==> src/rtl/knap_search_ctrl_if.sv <==
// rtl/knap_search_ctrl_if.sv - host/checker-facing signal bundle for knap_search_ctrl (optional KNAP_BEST_TRACK_EN fields)
interface knap_search_ctrl_if #(
  parameter int N_ITEMS = 5
`ifdef KNAP_BEST_TRACK_EN
  , parameter int VAL_W = 32
`endif
);
  logic               start;
  logic               abort;
  logic [N_ITEMS-1:0] sel;
  logic               chk_valid;
  logic               busy;
  logic               done;
  logic               res_valid;
  logic               found;
  logic [N_ITEMS-1:0] first_sel;
  logic [N_ITEMS:0]   count;
`ifdef KNAP_BEST_TRACK_EN
  logic [VAL_W-1:0]   chk_value;
  logic [N_ITEMS-1:0] best_sel;
  logic [VAL_W-1:0]   best_value;

  modport master (
    output start, abort, chk_valid, chk_value,
    input  sel, busy, done, res_valid, found, first_sel, count, best_sel, best_value
  );
  modport slave (
    input  start, abort, chk_valid, chk_value,
    output sel, busy, done, res_valid, found, first_sel, count, best_sel, best_value
  );
`else
  modport master (
    output start, abort, chk_valid,
    input  sel, busy, done, res_valid, found, first_sel, count
  );
  modport slave (
    input  start, abort, chk_valid,
    output sel, busy, done, res_valid, found, first_sel, count
  );
`endif
endinterface

==> src/rtl/knap_search_ctrl.sv <==
// rtl/knap_search_ctrl.sv - brute-force subset sweeper for the knapsack checker; KNAP_BEST_TRACK_EN adds best-value tracking
module knap_search_ctrl #(
  parameter int N_ITEMS = 5
`ifdef KNAP_BEST_TRACK_EN
  , parameter int VAL_W = 32
`endif
) (
  input  logic              clk,
  input  logic              rst,
  knap_search_ctrl_if.slave bus
);

  typedef enum logic [1:0] {
    IDLE = 2'd0,
    RUN  = 2'd1,
    DONE = 2'd2
  } state_t;

  localparam logic [N_ITEMS-1:0] LAST_SEL  = '1;
  localparam logic [N_ITEMS:0]   COUNT_ONE = (N_ITEMS+1)'(1);

  state_t             state;
  logic [N_ITEMS-1:0] sel_q;
  logic               busy_q;
  logic               done_q;
  logic               res_valid_q;
  logic               found_q;
  logic [N_ITEMS-1:0] first_sel_q;
  logic [N_ITEMS:0]   count_q;
`ifdef KNAP_BEST_TRACK_EN
  logic [N_ITEMS-1:0] best_sel_q;
  logic [VAL_W-1:0]   best_value_q;
`endif

  assign bus.sel       = sel_q;
  assign bus.busy      = busy_q;
  assign bus.done      = done_q;
  assign bus.res_valid = res_valid_q;
  assign bus.found     = found_q;
  assign bus.first_sel = first_sel_q;
  assign bus.count     = count_q;
`ifdef KNAP_BEST_TRACK_EN
  assign bus.best_sel   = best_sel_q;
  assign bus.best_value = best_value_q;
`endif

  // Sweep sequencer: one candidate per clock, results accumulate while RUN, abort wins over the final sample.
  always_ff @(posedge clk or posedge rst) begin
    if (rst) begin
      state       <= IDLE;
      sel_q       <= '0;
      busy_q      <= 1'b0;
      done_q      <= 1'b0;
      res_valid_q <= 1'b0;
      found_q     <= 1'b0;
      first_sel_q <= '0;
      count_q     <= '0;
`ifdef KNAP_BEST_TRACK_EN
      best_sel_q   <= '0;
      best_value_q <= '0;
`endif
    end else begin
      case (state)
        IDLE: begin
          if (bus.start) begin
            state       <= RUN;
            busy_q      <= 1'b1;
            sel_q       <= '0;
            count_q     <= '0;
            found_q     <= 1'b0;
            first_sel_q <= '0;
            res_valid_q <= 1'b0;
`ifdef KNAP_BEST_TRACK_EN
            best_sel_q   <= '0;
            best_value_q <= '0;
`endif
          end
        end
        RUN: begin
          if (bus.abort) begin
            // Partial results are left untouched; res_valid stays low so nobody trusts them.
            state  <= IDLE;
            busy_q <= 1'b0;
          end else begin
            if (bus.chk_valid) begin
              count_q <= count_q + COUNT_ONE;
              if (!found_q) begin
                first_sel_q <= sel_q;
                found_q     <= 1'b1;
              end
`ifdef KNAP_BEST_TRACK_EN
              // Strict greater-than keeps the lower index on ties since sel only increases.
              if (!found_q || (bus.chk_value > best_value_q)) begin
                best_sel_q   <= sel_q;
                best_value_q <= bus.chk_value;
              end
`endif
            end
            if (sel_q == LAST_SEL) begin
              // sel parks at all-ones; no wrap back to zero.
              state       <= DONE;
              busy_q      <= 1'b0;
              done_q      <= 1'b1;
              res_valid_q <= 1'b1;
            end else begin
              sel_q <= sel_q + 1'b1;
            end
          end
        end
        DONE: begin
          // start is not looked at here, so a held start only relaunches from IDLE.
          state  <= IDLE;
          done_q <= 1'b0;
        end
        default: begin
          state  <= IDLE;
          busy_q <= 1'b0;
          done_q <= 1'b0;
        end
      endcase
    end
  end

endmodule

==> src/flat_wrapper.sv <==
// flat-port wrapper written by rule: the top's interface ports become plain ports
module knap_search_ctrl_flat 
#(
  parameter int N_ITEMS = 5

)
  (clk, rst, bus_start, bus_abort, bus_chk_valid, bus_sel, bus_busy, bus_done, bus_res_valid, bus_found, bus_first_sel, bus_count);
  knap_search_ctrl_if #(.N_ITEMS(N_ITEMS)) bus_i ();
  input  logic clk;
  input  logic rst;
  input wire logic [$bits(bus_i.start)-1:0] bus_start;
  input wire logic [$bits(bus_i.abort)-1:0] bus_abort;
  input wire logic [$bits(bus_i.chk_valid)-1:0] bus_chk_valid;
  output wire logic [$bits(bus_i.sel)-1:0] bus_sel;
  output wire logic [$bits(bus_i.busy)-1:0] bus_busy;
  output wire logic [$bits(bus_i.done)-1:0] bus_done;
  output wire logic [$bits(bus_i.res_valid)-1:0] bus_res_valid;
  output wire logic [$bits(bus_i.found)-1:0] bus_found;
  output wire logic [$bits(bus_i.first_sel)-1:0] bus_first_sel;
  output wire logic [$bits(bus_i.count)-1:0] bus_count;
  assign bus_i.start = bus_start;
  assign bus_i.abort = bus_abort;
  assign bus_i.chk_valid = bus_chk_valid;
  assign bus_sel = bus_i.sel;
  assign bus_busy = bus_i.busy;
  assign bus_done = bus_i.done;
  assign bus_res_valid = bus_i.res_valid;
  assign bus_found = bus_i.found;
  assign bus_first_sel = bus_i.first_sel;
  assign bus_count = bus_i.count;
  knap_search_ctrl #(.N_ITEMS(N_ITEMS)) u_core (.clk(clk), .rst(rst), .bus(bus_i));
endmodule
==> config.mk <==
export PLATFORM = sky130hd
export DESIGN_NAME = knap_search_ctrl_flat
export DESIGN_NICKNAME = d
export VERILOG_FILES = /design/src/rtl/knap_search_ctrl_if.sv /design/src/rtl/knap_search_ctrl.sv /design/src/flat_wrapper.sv
export SDC_FILE = /design/constraint.sdc
export NUM_CORES = 1
export LEC_CHECK = 0
export CORE_AREA = 8 8 62 54
export DETAILED_ROUTE_END_ITERATION = 10
export DIE_AREA = 0 0 70 62
export PLACE_DENSITY = 0.75
export RECOVER_POWER = 25
export SETUP_SLACK_MARGIN = 0.5
export SYNTH_ARGS = -nofsm -noshare
export SYNTH_HDL_FRONTEND = slang
export SYNTH_SLANG_ARGS = --single-unit
export TNS_END_PERCENT = 30
==> constraint.sdc <==
create_clock -name clk -period 2.5 [get_ports clk]
set_input_delay 0.25 -clock clk [delete_from_list [all_inputs] [get_ports clk]]
set_output_delay 0.25 -clock clk [all_outputs]
set_load 0.05 [all_outputs]
==> changes_impl.md, run 1 <==
### Changed

* Top cells by count: 22 x dfrtp_1, 18 x nand2_1, 9 x inv_1
* Postcts setup bufs at 0
* Critical Path Start: u_core.state[0]$_DFFE_PP0P_
* Post-detail-place hpwl at about 1800 um
* Total met2 wirelength after detailed routing at just over 1000 um
* Top delay family on crit path: simple AND/OR/NAND/NOR gates
* Peak VDD IR at 0.000418 V
* Non-clock buffer share of cell area at 18.0%
* Top Layout Cells: 23 x clkdlybuf4s50_1, 20 x dfrtp_1, 18 x nand2_1
* Async S/R FF share, synth at 100%
* Comb_multi_in at 71
* Mapped Nets at 115
* Ys flops at 22
* Layout cell share with drive strength beyond 1 at a little over a tenth
* WP buf/inv at 0
* Fin util at between 60% and 70%
* P_sw at about 350 uW
* Aoi share at 7.46%
* Max incr delay on CP at roughly 0.67 ns
* Synth top area cells: dfrtp_1 51%, mux2i_1 7.5%, nand2_1 6.3%, ha_1 3.5%, inv_1 3.1%
* Area leader share at about half
* GRT overflow at 0
* Xor/xnor share at 0%
* Global Route Usage Sum at a little under an eighth
* Yosys synthesis warning count at 0
* H-Tree Depth at 1
* Tap Count at 27
* Vias/cell at roughly 5.3
* # resized after CTS at 0
* Wire per inst at 14.5 um
* Final nets at 141
* Diode count at 0
* Wl on met1 at between 1000 and 1500 um
* Proportion of cell area spent on the clock network at about 2.6%
* Synth top cell by count: dfrtp_1
* Main flop type: dfrtp_1
* CTS tree: built
* Fin area at roughly 0.0014 mm2
* Logic area at a little under 500 um2
* Rel. slew slack at 64.5%
* Kind of critical path: register to register
* Largest net degree at the start of global routing at 19
* Met2 usage at between 10% and 20%
* Routability cong. at between 0.7 and 0.8
* Critical Path RT at ~2.7 ns
* Place WS at between 0.4 and 0.5 ns
* RSZ-0062 raised after global routing: yes
* Flop-to-flop setup slack at about 0.62 ns
* Status: finished clean
* FF-to-FF Start: u_core.state[0]$_DFFE_PP0P_
* P_int at around 600 uW
* Vias in the first global route at ~840
* Final hold vios at 0
* Seq/total area at 39.5%
* Worst Slack Setup Final at between 0.6 and 0.7 ns
run_1/gates.png
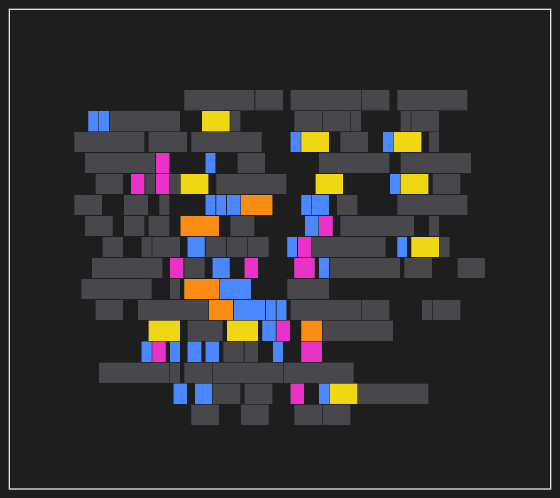
legend:
  blue:
    family: nand cells
    cells: 30
    most_used: nand2_1
  yellow:
    family: mux cells
    cells: 10
    most_used: mux2i_1
  orange:
    family: and/or cells
    cells: 5
    where: centre
  magenta:
    family: aoi and oai cells
    cells: 12
    most_used: o21ai_0
    where: centre

run_1/clock_nets.png
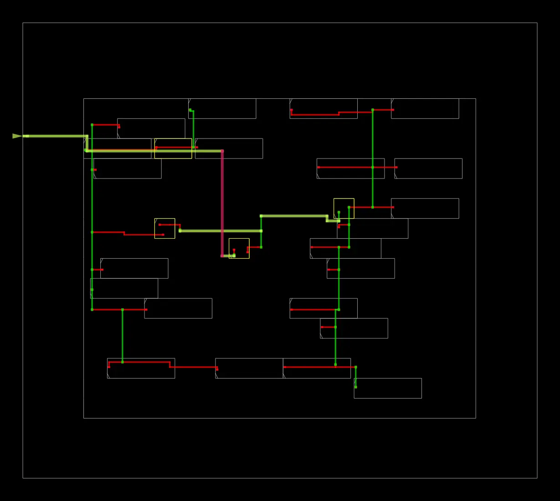
CLK BUF: 4
Late-Pin Clk Latency: 0.30 ns
Clk. pwr: 193 uW
Clock Sinks: 22
Worst Skew: 0.00202 ns

run_1/clock_wires.png
Bar = 20 um.
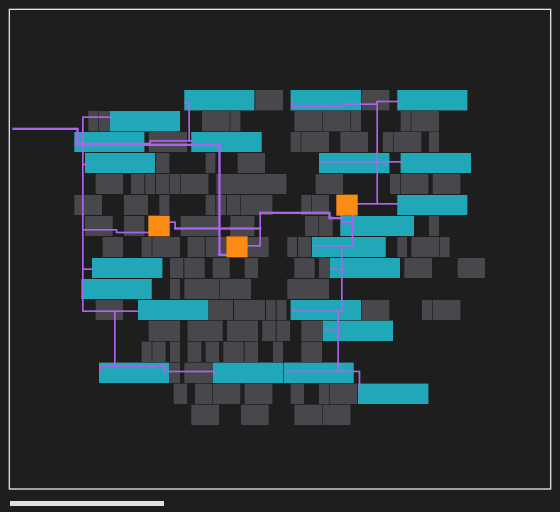
legend:
  cyan:
    item: flip-flops
    count: 22
  orange:
    item: clock-net drivers
    count: 3
  purple:
    item: clock wires
    length: 270 um
routed clock nets: 4

==> inputs of run 2 (changes only) <==
==> constraint.sdc (replaced) <==
create_clock -name clk -period 1.8 [get_ports clk]
set_input_delay 0.18 -clock clk [delete_from_list [all_inputs] [get_ports clk]]
set_output_delay 0.18 -clock clk [all_outputs]
set_load 0.05 [all_outputs]
run_2/clock_nets.png
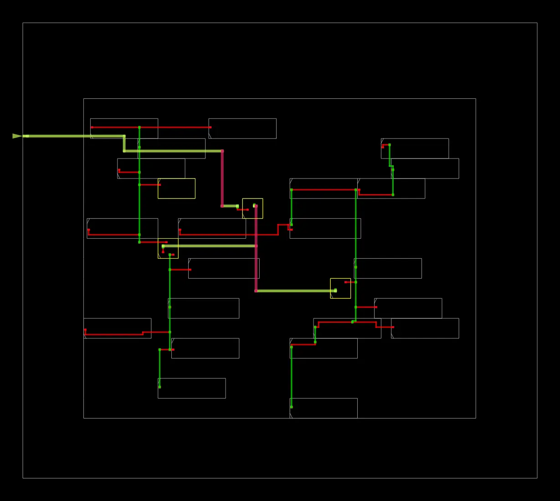
flop count: 22
Late-Pin Clk Latency: 0.31 ns
Clk. pwr: 272 uW
Worst Skew: 0.00484 ns
cts bufs inserted: 3

==> run 2 against run 1 <==
  * Combinational power grew 59%
  * Synthesized cell count unchanged
  * Via count increased by 8.8%
  * Fmax is 5.5% higher
  * Area after synthesis did not move
  * Clock power increased by 41%
  * First-iteration DRC count shrank 17%
  * Clock-buffer cell count is the same
  * Cell count grew 6.9%
  * Sequential power increased by 35%
  * Power rose by 44%
  * Register-to-register slack worse by 0.60 ns
  * Largest cell class unchanged
==> changes_impl.md, run 2 <==
### Changed

* Status: finished clean
* Total met2 wirelength after detailed routing at 1170 um
* Synth top area cells: dfrtp_1 51%, mux2i_1 7.5%, nand2_1 6.3%, ha_1 3.5%, inv_1 3.1%
* Global Route Usage Sum at 12.3%
* Area leader share at roughly half
* Aoi share at 7.46%
* Ys flops at 22
* Postcts setup bufs at 1
* Proportion of cell area spent on the clock network at under 10%
* Non-clock buffer share of cell area at approximately 17%
* Flop-to-flop setup slack at 0.02 ns
* Critical Path RT at roughly 2.0 ns
* H-Tree Depth at 1
* CTS tree: built
* CLK BUF at 4
* Kind of critical path: register to register
* P_int at 850 uW
* Yosys synthesis warning count at 0
* Critical Path Start: u_core.bus.sel[1]$_DFFE_PP0P_
* # resized after CTS at 26
* Tap Count at 27
* Rel. slew slack at 21.1%
* Met2 usage at between 20% and 30%
* Top delay family on crit path: simple AND/OR/NAND/NOR gates
* Mapped Nets at ~120
* Logic area at 539 um2
* Synth top cell by count: dfrtp_1
* FF-to-FF Start: u_core.bus.sel[1]$_DFFE_PP0P_
* Fin area at between 0.001 and 0.0015 mm2
* Async S/R FF share, synth at 100%
* Seq/total area at 38.2%
* Fin util at a little over three fifths
* Place WS at -0.0473 ns
* P_sw at 524 uW
* Worst Slack Setup Final at around 0.020 ns
* Diode count at 0
* Top cells by count: 22 x dfrtp_1, 18 x nand2_1, 9 x inv_1
* Final hold vios at 0
* Top Layout Cells: 18 x nand2_1, 18 x dfrtp_1, 15 x buf_4
* Vias in the first global route at around 900
* Routability cong. at between 0.8 and 0.9
==> inputs of run 3 (changes only) <==
--- a/config.mk
+++ b/config.mk
@@ -8,7 +8,7 @@
 export CORE_AREA = 8 8 62 54
 export DETAILED_ROUTE_END_ITERATION = 10
 export DIE_AREA = 0 0 70 62
-export PLACE_DENSITY = 0.75
+export PLACE_DENSITY_LB_ADDON = 0.15
 export RECOVER_POWER = 25
 export SETUP_SLACK_MARGIN = 0.5
 export SYNTH_ARGS = -nofsm -noshare
run_3/gates.png
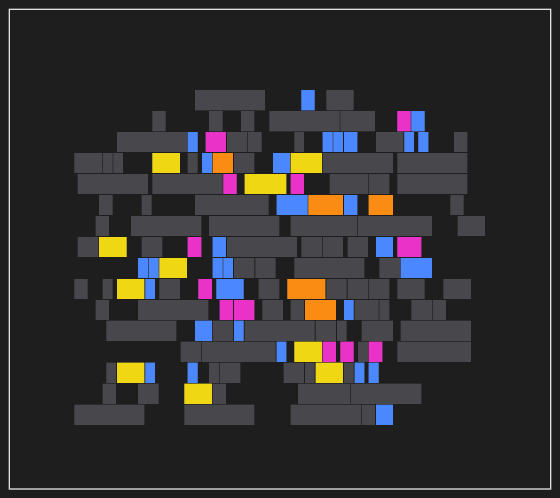
legend:
  orange:
    family: and/or cells
    cells: 5
    where: centre
  magenta:
    family: aoi and oai cells
    cells: 12
    most_used: o21ai_1
  yellow:
    family: mux cells
    cells: 10
    most_used: mux2i_1
  blue:
    family: nand cells
    cells: 30
    most_used: nand2_1

==> run 3 against run 2 <==
  * Sequential power barely moved
  * Cell count rose by 1.2%
  * Synthesized cell count did not move
  * Critical endpoint unchanged
  * Cell area rose by 1.3%
  * Fmax fell by 0.22%
  * Wire length rose by 2.5%
  * Non-clock buffer count rose by 2
  * Die size did not move
  * Area after synthesis did not move
==> changes_impl.md, run 3 <==
### Changed

* Yosys synthesis warning count at 0
* Kind of critical path: register to register
* Cts bufs inserted at 3
* P_int at around 850 uW
* Postcts setup bufs at 1
* Diode count at 0
* FF-to-FF Start: u_core.bus.sel[0]$_DFFE_PP0P_
* Status: finished clean
* Final nets at ~150
* Logic area at 539 um2
* Max incr delay on CP at 0.53 ns
* Area leader share at between 50% and 60%
* Worst Slack Setup Final at between 0.015 and 0.02 ns
* H-Tree Depth at 1
* Seq/total area at a little under two fifths
* Vias/cell at around 5.3
* Final hold vios at 0
* Post-detail-place hpwl at 1920 um
* Routability cong. at roughly 0.83
* Clock Sinks at 22
* Flop-to-flop setup slack at 0.02 ns
* Flop count at 22
* Aoi share at 7.46%
* Late-Pin Clk Latency at between 0.3 and 0.4 ns
* Comb_multi_in at ~71
* Largest net degree at the start of global routing at 16
* Main flop type: dfrtp_1
* Xor/xnor share at 0%
* Worst Skew at around 0.0017 ns
* Place WS at -0.0746 ns
* Critical Path RT at about 2 ns
* CLK BUF at 4
* Synth top area cells: dfrtp_1 51%, mux2i_1 7.5%, nand2_1 6.3%, ha_1 3.5%, inv_1 3.1%
* Tap Count at 27
* Global Route Usage Sum at 12.5%
* Top Layout Cells: 18 x nand2_1, 18 x dfrtp_1, 17 x buf_4
* Non-clock buffer share of cell area at 18.5%
Power and IR drop assume default switching activity.
